**Run 1: placement density heat map**

Scale: 4 px per um. The die is cut into 6 by 6 equal tiles; dark purple is low, yellow is high, 0 to 100% covered.
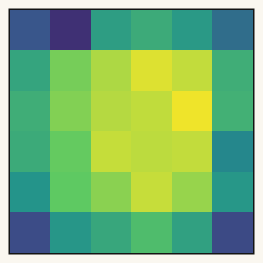
**Run 1: the clock network**

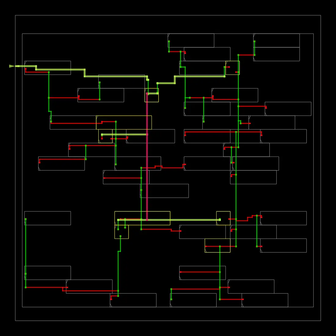
**Run 1: port wiring**

Scale: 6 px per um.
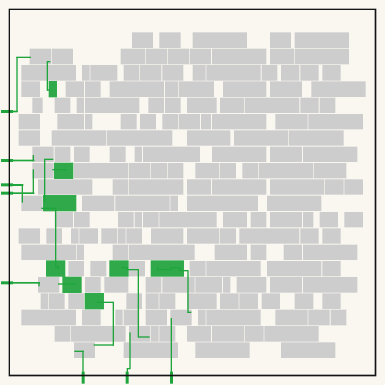
`config.mk`:
```
export PLATFORM = sky130hd
export DESIGN_NAME = serial_full_adder
export DESIGN_NICKNAME = d
export VERILOG_FILES = /design/src/rtl/serial_full_adder.sv
export SDC_FILE = /design/constraint.sdc
export NUM_CORES = 1
export LEC_CHECK = 0
export CORE_UTILIZATION = 52
export CTS_CLUSTER_SIZE = 40
export DETAILED_ROUTE_END_ITERATION = 6
export GPL_ROUTABILITY_DRIVEN = 0
export PLACE_DENSITY_LB_ADDON = 0.05
export SETUP_SLACK_MARGIN = 0.5
export SLEW_MARGIN = 20
export SYNTH_ARGS = -nofsm -noshare
export SYNTH_HDL_FRONTEND = slang
export SYNTH_SLANG_ARGS = --single-unit
```
`constraint.sdc`:
```
create_clock -name clk -period 2 [get_ports clk]
set_input_delay 0.3 -clock clk [delete_from_list [all_inputs] [get_ports clk]]
set_output_delay 0.3 -clock clk [all_outputs]
set_load 0.02 [all_outputs]
```
`src/rtl/serial_full_adder.sv`:
```
// Bit-serial adder: sum = a + b + carry_in, processed LSB first through one
// full-add cell and a carry flop, with a start/done handshake.
module serial_full_adder #(
    parameter int WIDTH = 8
) (
    input  logic             clk,
    input  logic             rst_n,
    input  logic             start,
    input  logic [WIDTH-1:0] a,
    input  logic [WIDTH-1:0] b,
    input  logic             carry_in,
    output logic             busy,
    output logic             done,
    output logic [WIDTH-1:0] sum,
    output logic             carry_out
);

    localparam int CW = (WIDTH > 1) ? $clog2(WIDTH) : 1;
    localparam logic [CW-1:0] CNT_LAST = CW'(WIDTH - 1);

    localparam logic [1:0] S_IDLE  = 2'd0;
    localparam logic [1:0] S_SHIFT = 2'd1;
    localparam logic [1:0] S_DONE  = 2'd2;

    logic [1:0]       state_q, state_d;
    logic [WIDTH-1:0] sa_q, sa_d;
    logic [WIDTH-1:0] sb_q, sb_d;
    logic [WIDTH-1:0] acc_q, acc_d;
    logic             c_q, c_d;
    logic [CW-1:0]    cnt_q, cnt_d;
    logic [WIDTH-1:0] sum_q, sum_d;
    logic             cout_q, cout_d;

    logic [1:0]       bit_sum;
    logic [WIDTH-1:0] acc_shift;

    // The single full-add cell; bit_sum = {carry, sum bit}.
    assign bit_sum   = {1'b0, sa_q[0]} + {1'b0, sb_q[0]} + {1'b0, c_q};
    assign acc_shift = WIDTH'({bit_sum[0], acc_q} >> 1);

    always_comb begin
        state_d = state_q;
        sa_d    = sa_q;
        sb_d    = sb_q;
        acc_d   = acc_q;
        c_d     = c_q;
        cnt_d   = cnt_q;
        sum_d   = sum_q;
        cout_d  = cout_q;
        case (state_q)
            S_IDLE: begin
                if (start) begin
                    sa_d    = a;
                    sb_d    = b;
                    c_d     = carry_in;
                    acc_d   = '0;
                    cnt_d   = '0;
                    state_d = S_SHIFT;
                end
            end
            S_SHIFT: begin
                sa_d  = sa_q >> 1;
                sb_d  = sb_q >> 1;
                acc_d = acc_shift;
                c_d   = bit_sum[1];
                cnt_d = cnt_q + CW'(1);
                // Result registers capture the shifted value including this final bit.
                if (cnt_q == CNT_LAST) begin
                    sum_d   = acc_shift;
                    cout_d  = bit_sum[1];
                    state_d = S_DONE;
                end
            end
            S_DONE: begin
                state_d = S_IDLE;
            end
            default: begin
                state_d = S_IDLE;
            end
        endcase
    end

    always_ff @(posedge clk or negedge rst_n) begin
        if (!rst_n) begin
            state_q <= S_IDLE;
            sa_q    <= '0;
            sb_q    <= '0;
            acc_q   <= '0;
            c_q     <= 1'b0;
            cnt_q   <= '0;
            sum_q   <= '0;
            cout_q  <= 1'b0;
        end else begin
            state_q <= state_d;
            sa_q    <= sa_d;
            sb_q    <= sb_d;
            acc_q   <= acc_d;
            c_q     <= c_d;
            cnt_q   <= cnt_d;
            sum_q   <= sum_d;
            cout_q  <= cout_d;
        end
    end

    assign busy      = (state_q != S_IDLE);
    assign done      = (state_q == S_DONE);
    assign sum       = sum_q;
    assign carry_out = cout_q;

endmodule

```
==> flow_summary.ini, run 1 <==
; flow metrics
[drt]
first_iter_violations = 77
viasPerCell = 5.80
avgRoutedWirePerCell_um = 18.3
drt.antenna.violating_nets = 0
remaining_drc_errors = 0
detail_route.first_pass.iterations = 4

[logic_synthesis]
yosys_cells = 142
topCellsByArea = sky130_fd_sc_hd__dfrtp_1, sky130_fd_sc_hd__mux2_2, sky130_fd_sc_hd__nor4b_1, sky130_fd_sc_hd__nor3b_1, sky130_fd_sc_hd__a22o_1
yosysTopAreaCell = sky130_fd_sc_hd__dfrtp_1
post_synth_ao_oa_area_fraction_pct = 14.2
syn-cell-area_sq_um = 1800
asyncSetResetFlopFracSynth_pct = 100
synth_simple_gate_area_share_pct = 16.2
post_synth_inst_count = 142
synth_largest_type_area_fraction_pct = 52.9
common_cells = sky130_fd_sc_hd__dfrtp_1, sky130_fd_sc_hd__inv_1, sky130_fd_sc_hd__nor3b_1
post-synth-top-count-cell = sky130_fd_sc_hd__dfrtp_1
syn_avg_cell_area_sq_um = 12.7
synth.lib_cells_used.distinct = 30
synth-adder-area-share_pct = 2.51
yosys_warnings = 0
synth-main-ff-cell = sky130_fd_sc_hd__dfrtp_1
post_synth_main_logic_family = simple AND/OR/NAND/NOR gates
yosys.stat.chipArea_sq_um = 1800
ys_ff = 38
edf_count = 0
mux_contribution_to_synthesized_area_pct = 6.20

[timing]
timing.fmax_mhz = 622
worst_slew_margin_rel_pct = 68.2
setup_total_negative_slack_ns = 0
timing.final.setup_violations = 0
unrepaired_setup_endpoints_after_global_routing = yes
finalHoldViolations = 0
report.final.slew_viol_count = 0
least_setup_slack_across_all_paths_after_layout_ns = 0.393

[grt]
gr-total-overflow = 0
global_route.usage.total_pct = 24.7
grt_first_pass_wirelength_mm = 6.53
grt_antenna_before_repair = 0
grt_max_degree = 39
vias_in_the_first_global_route = 1328

[cells_and_area]
filler_cells = 220
nNetsFinal = 212
mi_logic_area_sq_um = 798
final_layout_top_logic_cell = sky130_fd_sc_hd__dfrtp_1
number_of_inserted_diodes = 0
area_growth_pct = 38.9
layout.area.seq_sq_um = 953

[clocking]
holdBufCountCts = 0
cts_num_sinks = 38
numCtsBuffers = 5
worst_setup_hold_path_clk_slew_ns = 0.12
ctsHtreeMaxLevel = 2
cts_tree = done

[pwr]
power.total_w = 0.00373
power.ir.vdd_worst_uv = 804
powerDensity_nw_per_um2 = 1500
static-leakage-power_nw = 1.15

[floorplanning]
dieWidth_um = 60.8
die_area_sq_um = 3690
placementRows = 20

[setup_path]
crit_fanout = 5
reg2reg_from = state_q[1]
rr_worst_depth = 6
startpoint_type = flip-flop
reg2reg_setup_slack_ns = 0.39
path_class = flip-flop to flip-flop
start_point_of_the_critical_path = state_q[1]
required_ns = 2.24

[run_status]
run_status = complete, no violations

[run]
openroad.warnings = 28
maxCapViolCount = 0

[worst_hold_path]
min_path_type = primary input to async pin

[place]
dp.final_hpwl_mm = 2.35
About 'placement density heat map':
- emptiest ninth of the die: upper left
- mean over tiles: 66%
- fullest tile: 98%
- densest ninth of the die: center
- tiles over 75% full: 44%
total core area: 3150 sq um
Floorplan Utilization: 57.0%

About 'the clock network':
Clock group: 0.000690 W
CLK BUF: 6
Seq cells: 38

About 'port wiring':
- a: green (bits 8; direction input; edge 5 left, 3 bottom; end cells 8; buffers 8; wire 129 um)
buffers added on ports: 30
number of top-level pins: 31

-- run 1: per-layer routing --
| metal | routed length [um] | vias to the layer above | track usage, % |
|---|---|---|---|
| met1 | 1870 | 686 | 31.7 |
| met2 | 2160 | 42 | 41.3 |
| met5 | 0 | - | 0 |
| li1 | - | 617 | - |
| met4 | 85 | 0 | 6.82 |
| met3 | 160 | 12 | 6.61 |
-- run 1: where the power goes --
| part | switching (W) | internal (W) |
|---|---|---|
| Combinational | 0.000762 | 0.000898 |
| Sequential | 0.000253 | 0.00113 |
| Clock | 0.000267 | 0.000423 |
-- run 1: cells by family after synthesis --
group | after synthesis
flip-flops | 38
buffers and inverters | 25
AND-OR/OR-AND | 29
adder cells (fa/ha/maj) | 3
AND/OR/NAND/NOR | 37
multiplexers | 10
-- run 1: worst max-delay path, cell delays in order (launching register included) --
cell and delay, ns:
sky130_fd_sc_hd__dfrtp_2 0.45, sky130_fd_sc_hd__buf_6 0.13, sky130_fd_sc_hd__buf_8 0.12, sky130_fd_sc_hd__nand3b_1 0.21, sky130_fd_sc_hd__buf_4 0.18, sky130_fd_sc_hd__buf_12 0.13, sky130_fd_sc_hd__mux2_4 0.29
-- run 1: flip-flops by register name, summed over array words and instances (netlist names) --
name and count:
acc_q 7, c_q 1, carry_out 1, cnt_q 3, sa_q 8, sb_q 8
state_q 2, sum 8
-- run 1: layout make-up --
cell class | instances | area share (%)
sequential | 38 | 38.2
multi-input combinational | 79 | 32.0
timing repair buffer | 53 | 21.3
clock inverter | 2 | 2.41
tap | 44 | 2.21
clock buffer | 6 | 2.06
inverter | 12 | 1.81
-- run 1: timing repair --
item / 4_1_cts / 5_1_grt
gates cloned: 2 / 1
endpoints found under the hold margin: 0 / 0
gates resized: 31 / 18
pin swaps: 1 / 4
endpoints found under the setup margin: 22 / 27
buffers inserted: 10 / 1
**Run 1: logic cells by family**

Scale: 8 px per um.
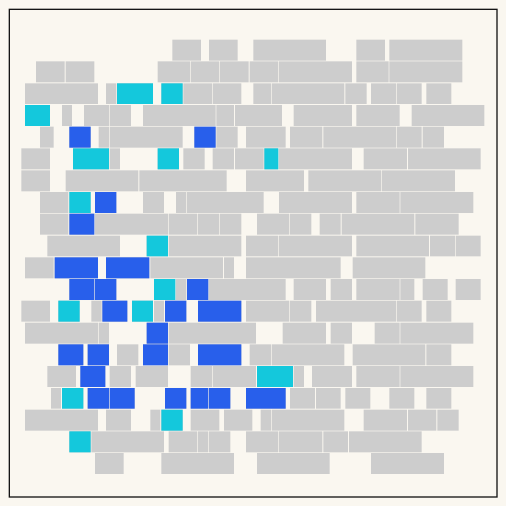

==> run 1 -> run 2 <==
Settings changed: CORE_UTILIZATION 52 to 47.
Clock period 2 ns to 1.4 ns, I/O delays scaled along.
**Run 2: logic cells by family**

Scale: 8 px per um.
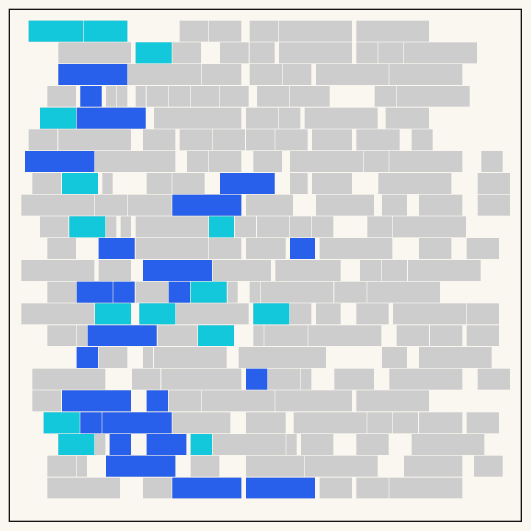
- aoi and oai cells: cyan (cells 15; most used a211oi_2)
- nor cells: blue (cells 24; most used nor4b_4)
logic gate fraction of the total cell area: 34.4%
final non-filler cell total: 248
most common cell after layout, fill and taps aside: sky130_fd_sc_hd__dfrtp_1

==> run 2 against run 1 <==
The run now ends with setup timing left; critical path depth shrank 1; setup slack lost 0.45 ns; sequential cell count stayed put; sequential power up 44%; register-to-register slack worse by 0.45 ns; clock-buffer cell count is the same; clock skew down 0.0069 ns; clock power grew 67%; global-route usage rose by 0.83 points; synthesized cell count is the same; critical path type unchanged; largest cell class is now multi-input combinational cells; largest power group unchanged.
==> flow_summary.ini, run 2 <==
; flow metrics
[run_status]
run_status = finished with violations
failing_checks = setup timing

[clocking]
holdBufCountCts = 0
quantity_of_gates_resized_following_cts = 122
cts_tree = done
numCtsBuffers = 5
worst_setup_hold_path_clk_slew_ns = 0.07
cts_num_sinks = 38
cts_setup_buffers = 11
ctsHtreeMaxLevel = 2

[setup_path]
critical_path.max_stage_delay_ns = 0.39
crit_chain = ha_2, ha_4, nand3b_1, buf_12, mux2_2
path_buffers = 1
startpoint_type = flip-flop
path_class = flip-flop to flip-flop
timing.critical_path.max_delay_family = flip-flops
required_ns = 1.58
start_point_of_the_critical_path = cnt_q[1]
crit_fanout = 10
reg2reg_from = cnt_q[1]

[place]
port-buffer-count = 30
dp.final_hpwl_mm = 2.49
dp.cells = 223

[pwr]
power_frac_clock_pct = 18.0
powerDensity_nw_per_um2 = 2170
comb_power_share_pct = 50.8
power_switching_w = 0.00212
static-leakage-power_nw = 1.31
power.total_w = 0.00640
sw_frac_of_total_pct = 33.1
power.ir.vdd_worst_uv = 1090
power.sequential.fraction_pct = 31.1
internal_power_w = 0.00428

[logic_synthesis]
synth_largest_type_area_fraction_pct = 52.9
asyncSetResetFlopFracSynth_pct = 100
post_synth_ao_oa_area_fraction_pct = 14.2
post-synth-top-count-cell = sky130_fd_sc_hd__dfrtp_1
syn_avg_cell_area_sq_um = 12.7
mux_contribution_to_synthesized_area_pct = 6.20
yosys_cells = 142
synth-adder-area-share_pct = 2.51
yosys_warnings = 0
yosys.stat.chipArea_sq_um = 1800
topCellsByArea = sky130_fd_sc_hd__dfrtp_1, sky130_fd_sc_hd__mux2_2, sky130_fd_sc_hd__nor4b_1, sky130_fd_sc_hd__nor3b_1, sky130_fd_sc_hd__a22o_1
ys_ff = 38
synth-main-ff-cell = sky130_fd_sc_hd__dfrtp_1
common_cells = sky130_fd_sc_hd__dfrtp_1, sky130_fd_sc_hd__inv_1, sky130_fd_sc_hd__nor3b_1
post_synth_main_logic_family = simple AND/OR/NAND/NOR gates
sequential_to_total_area_share_from_yosys_stat_pct = 52.9
post_synth_inst_count = 142
syn-cell-area_sq_um = 1800
yosysTopAreaCell = sky130_fd_sc_hd__dfrtp_1
edf_count = 0

[drt]
drt.antenna.violating_nets = 0
avgRoutedWirePerCell_um = 18.1
first_iter_violations = 68
remaining_drc_errors = 0
detail_route.first_pass.iterations = 4
viasPerCell = 5.54

[timing]
finalHoldViolations = 0
least_setup_slack_across_all_paths_after_layout_ns = -0.0619
setup_total_negative_slack_ns = -0.551
timing.fmax_mhz = 684
timing.final.setup_violations = 12
unrepaired_setup_endpoints_after_global_routing = yes
fin_crit_ns = 1.46
report.final.slew_viol_count = 0
worst_slew_margin_rel_pct = 74.9

[grt]
met1_global_route_usage_pct = 30.5
grt_use_met3_pct = 6.25
global_route_layer_with_the_greatest_usage = met2
global_route.usage.total_pct = 25.5
grt_first_pass_wirelength_mm = 7.52
vias_in_the_first_global_route = 1494
grt_antenna_before_repair = 0
grt_max_degree = 39
met2_usage_pct = 42.2
gr-total-overflow = 0

[run]
openroad.warnings = 29
maxCapViolCount = 0

[worst_hold_path]
min_path_type = primary input to async pin

[floorplanning]
placementRows = 22
die_area_sq_um = 4070
num_io_pins = 31
dieWidth_um = 63.8

[cells_and_area]
number_of_inserted_diodes = 0
area_growth_pct = 64.2
nNetsFinal = 222
**Run 2: placement density heat map**

Scale: 4 px per um. The die is cut into 6 by 6 equal tiles; dark purple is low, yellow is high, 0 to 100% covered.
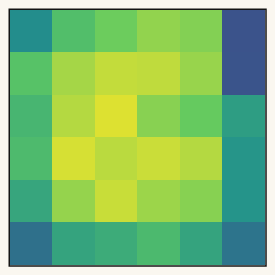
- tiles over 75% full: 53%
- fullest tile: 95%
- mean over tiles: 71%
total core area: 3660 sq um
Floorplan Utilization: 49.1%
share of the core filled with cells in the final layout: 80.6%

run 2: cell counts after synthesis:
Identical to the previous run, type by type.
run 2: final cells by class:
cell class / count / area, sq um / area share (%)
Clock buffer: 6 / 82.6 / 2.80
Clock inverter: 2 / 60.1 / 2.04
Multi-Input combinational cell: 79 / 1010 / 34.4
Timing Repair Buffer: 63 / 737 / 25.0
Sequential cell: 38 / 952 / 32.3
Tap cell: 48 / 60.1 / 2.04
Inverter: 12 / 45.0 / 1.53
run 2: logic make-up (layout without fill, tap and decap cells):
kind of cell | after synthesis | after routing
compound gates | 29 | 29
fa+ha+maj | 3 | 3
buf+inv | 25 | 83
flops | 38 | 38
mux | 10 | 10
simple gates | 37 | 37
run 2: layer usage:
layer / vias up / routed length [um] / part of all wire [%]
li1: 635 / - / -
met1: 693 / 1870 / 42
met3: 9 / 190 / 4.2
met5: - / 0 / 0
met2: 37 / 2330 / 52
met4: 0 / 102 / 2.3
run 2: power by group through the flow:
stage               Sequential, W  Clock (W)  Combinational [W]
global route              0.00205    0.00124            0.00349
CTS                       0.00197    0.00116            0.00300
global placement          0.00192          0            0.00212
finish                    0.00199    0.00115            0.00325
floorplan                 0.00202          0            0.00140
detailed placement        0.00195          0            0.00218
run 2: final timing paths:
| kind | end | slack, ns | depth (start not counted) |
|---|---|---|---|
| worst min register to register | acc_q[1] | 0.51 | 1 |
| worst max-delay path | sum[5] | -0.06 | 5 |
| worst max register to register | sum[5] | -0.06 | 5 |
| worst min-delay path | acc_q[5] | 0.30 | 2 |
| min in group clk | acc_q[1] | 0.51 | 1 |
| max in group asynchronous | state_q[1] | 0.91 | 2 |
**Run 2: sequential cells colored by netlist name**

Scale: 6 px per um. Other sequential cells in the stronger gray, the rest of the logic in the fainter gray.
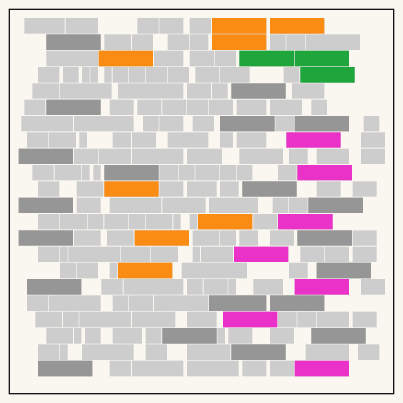

==> run 2 -> run 3 <==
Settings changed: ABC_CLOCK_PERIOD_IN_PS set to 1400, CORE_MARGIN set to 3.
**Run 3: sequential cells colored by netlist name**

Scale: 6 px per um. Other sequential cells in the stronger gray, the rest of the logic in the fainter gray.
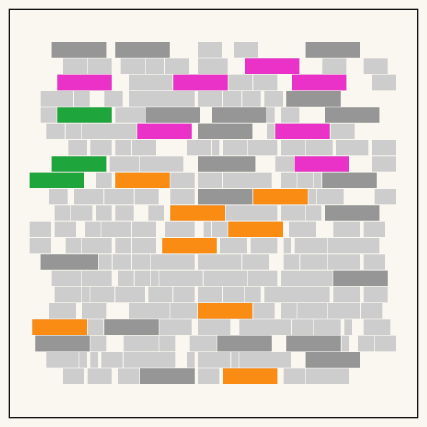
- cnt_q: green (flops 3)
- acc_q: magenta (flops 7)
- sb_q: orange (flops 8)
share of the core filled with cells in the final layout: 81.8%
seq pwr: 0.00204 W

**Run 3: the clock network**

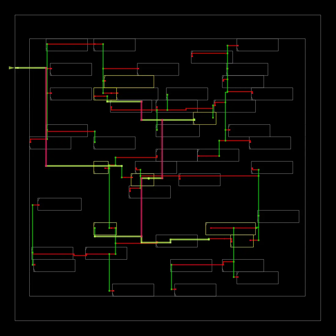
later-pin clock latency in the skew report: 0.30 ns
CTS Buf Count: 5
CLK BUF: 5
worst clock skew: 0.00849 ns

==> run 3 against run 2 <==
The run still ends with setup timing left; core utilization up 1.2 points; sequential share of layout area up 1.1 points; maximum frequency down 2.4%; clock skew up 0.0073 ns; critical path type unchanged; critical endpoint is now sum[2]; highest routed layer unchanged.
==> flow_summary.ini, run 3 <==
; flow metrics
[run_status]
run_status = finished with violations
failing_checks = setup timing

[drt]
first_iter_violations = 107
detail_route.first_pass.iterations = 5
met1Wirelength_mm = 2.19
avgRoutedWirePerCell_um = 19.8
drt.antenna.violating_nets = 0
remaining_drc_errors = 0
viasPerCell = 5.70
top_layer_used = met4
wl_met2_mm = 2.40

[logic_synthesis]
syn-cell-area_sq_um = 1800
synth.lib_cells_used.distinct = 30
edf_count = 0
yosys_cells = 142
sequential_to_total_area_share_from_yosys_stat_pct = 52.9
ys_ff = 38
common_cells = sky130_fd_sc_hd__dfrtp_1, sky130_fd_sc_hd__inv_1, sky130_fd_sc_hd__nor3b_1
post-synth-top-count-cell = sky130_fd_sc_hd__dfrtp_1
synth-main-ff-cell = sky130_fd_sc_hd__dfrtp_1
yosys_warnings = 0
topCellsByArea = sky130_fd_sc_hd__dfrtp_1, sky130_fd_sc_hd__mux2_2, sky130_fd_sc_hd__nor4b_1, sky130_fd_sc_hd__nor3b_1, sky130_fd_sc_hd__a22o_1
asyncSetResetFlopFracSynth_pct = 100
yosysTopAreaCell = sky130_fd_sc_hd__dfrtp_1
syn_avg_cell_area_sq_um = 12.7
synth_largest_type_area_fraction_pct = 52.9
fp_nets = 165
yosys.stat.chipArea_sq_um = 1800

[cells_and_area]
area_growth_pct = 59.1
nNetsFinal = 221
number_of_inserted_diodes = 0
final_layout_top_logic_cell = sky130_fd_sc_hd__dfrtp_1
instances_no_fill = 245
post-route-cell-area_sq_um = 2860

[worst_hold_path]
min_path_type = primary input to async pin

[setup_path]
critical_path_capture_point_type = flip-flop
start_point_of_the_critical_path = cnt_q[1]
path_class = flip-flop to flip-flop
rr_worst_depth = 5
r2r_end = sum[2]
required_ns = 1.58
startpoint_type = flip-flop
crit_fanout = 10
reg2reg_from = cnt_q[1]
reg2reg_setup_slack_ns = -0.1
worst_setup_path_endpoint = sum[2]

[place]
port-buffer-count = 30
dp.final_hpwl_mm = 2.53
dp.cells = 221

[clocking]
cts_num_sinks = 38
ctsHtreeMaxLevel = 2
worst_setup_hold_path_clk_slew_ns = 0.08
cts_tree = done

[pwr]
static-leakage-power_nw = 1.26
powerDensity_nw_per_um2 = 2180
power.ir.vdd_worst_uv = 1420

[floorplanning]
core_region_area_sq_um = 3490
dieWidth_um = 67.8
num_io_pins = 31
placementRows = 21
die_area_sq_um = 4600

[grt]
gr-total-overflow = 0
grt_antenna_before_repair = 0
global_route.usage.total_pct = 22.9
grt_first_pass_wirelength_mm = 7.52
grt_max_degree = 25
vias_in_the_first_global_route = 1436

[timing]
finalHoldViolations = 0
unrepaired_setup_endpoints_after_global_routing = yes
fin_crit_ns = 1.50
timing.final.setup_violations = 9
setup_total_negative_slack_ns = -0.775
worst_slew_margin_rel_pct = 80.3
timing.fmax_mhz = 668
report.final.slew_viol_count = 0
least_setup_slack_across_all_paths_after_layout_ns = -0.0979

[run]
maxCapViolCount = 0
openroad.warnings = 29
[run 3: cell counts after synthesis]
No cell type changed its count.
[run 3: cell families after synthesis]
kind of cell	after synthesis	synth area share (%)
compound gates	29	14.2
fa+ha+maj	3	2.51
buf+inv	25	8.01
flops	38	52.9
mux	10	6.20
simple gates	37	16.2
[run 3: report_power, final]
part,switching [W],internal (W),total (W)
logic,0.00135,0.00171,0.00306
clock network,0.000423,0.000714,0.00114
registers,0.000425,0.00161,0.00204
[run 3: what timing repair did]
item                       CTS  global route
hold buffers                 1             0
pin swaps                   21             3
resized                    109            18
hold endpoints to repair    14             0
gates cloned                 3             0
setup buffers                9             3
setup endpoints to repair   49            50
[run 3: final cells by class]
type                            count  area (sq um)
Clock buffer                        5          68.8
Clock inverter                      3          68.8
Fill cell                         179           636
Inverter                           12          45.0
Multi-Input combinational cell     80          1030
Sequential cell                    38           953
Tap cell                           46          57.6
Timing Repair Buffer               61           636
[run 3: critical path, stage by stage, from the launching register on]
cell                       delay [ns]
sky130_fd_sc_hd__dfrtp_1         0.39
sky130_fd_sc_hd__ha_2            0.20
sky130_fd_sc_hd__ha_4            0.16
sky130_fd_sc_hd__nand3b_1        0.15
sky130_fd_sc_hd__buf_12          0.16
sky130_fd_sc_hd__mux2_2          0.33
[run 3: per-layer routing]
layer  GRT usage (%)  up-vias
met5               0        -
met2            35.4       39
li1                -      635
met4            7.94        0
met1            31.5      711
met3            5.58       12
[run 3: metrics by stage]
step           hold slack, ns  power, W
2_1_floorplan         -0.0856   0.00342
3_3_place_gp            0.145   0.00402
4_1_cts                 0.369   0.00584
3_5_place_dp            0.147   0.00409
6_report                0.330   0.00624
5_1_grt                 0.348   0.00655
Power and IR drop assume default switching activity.
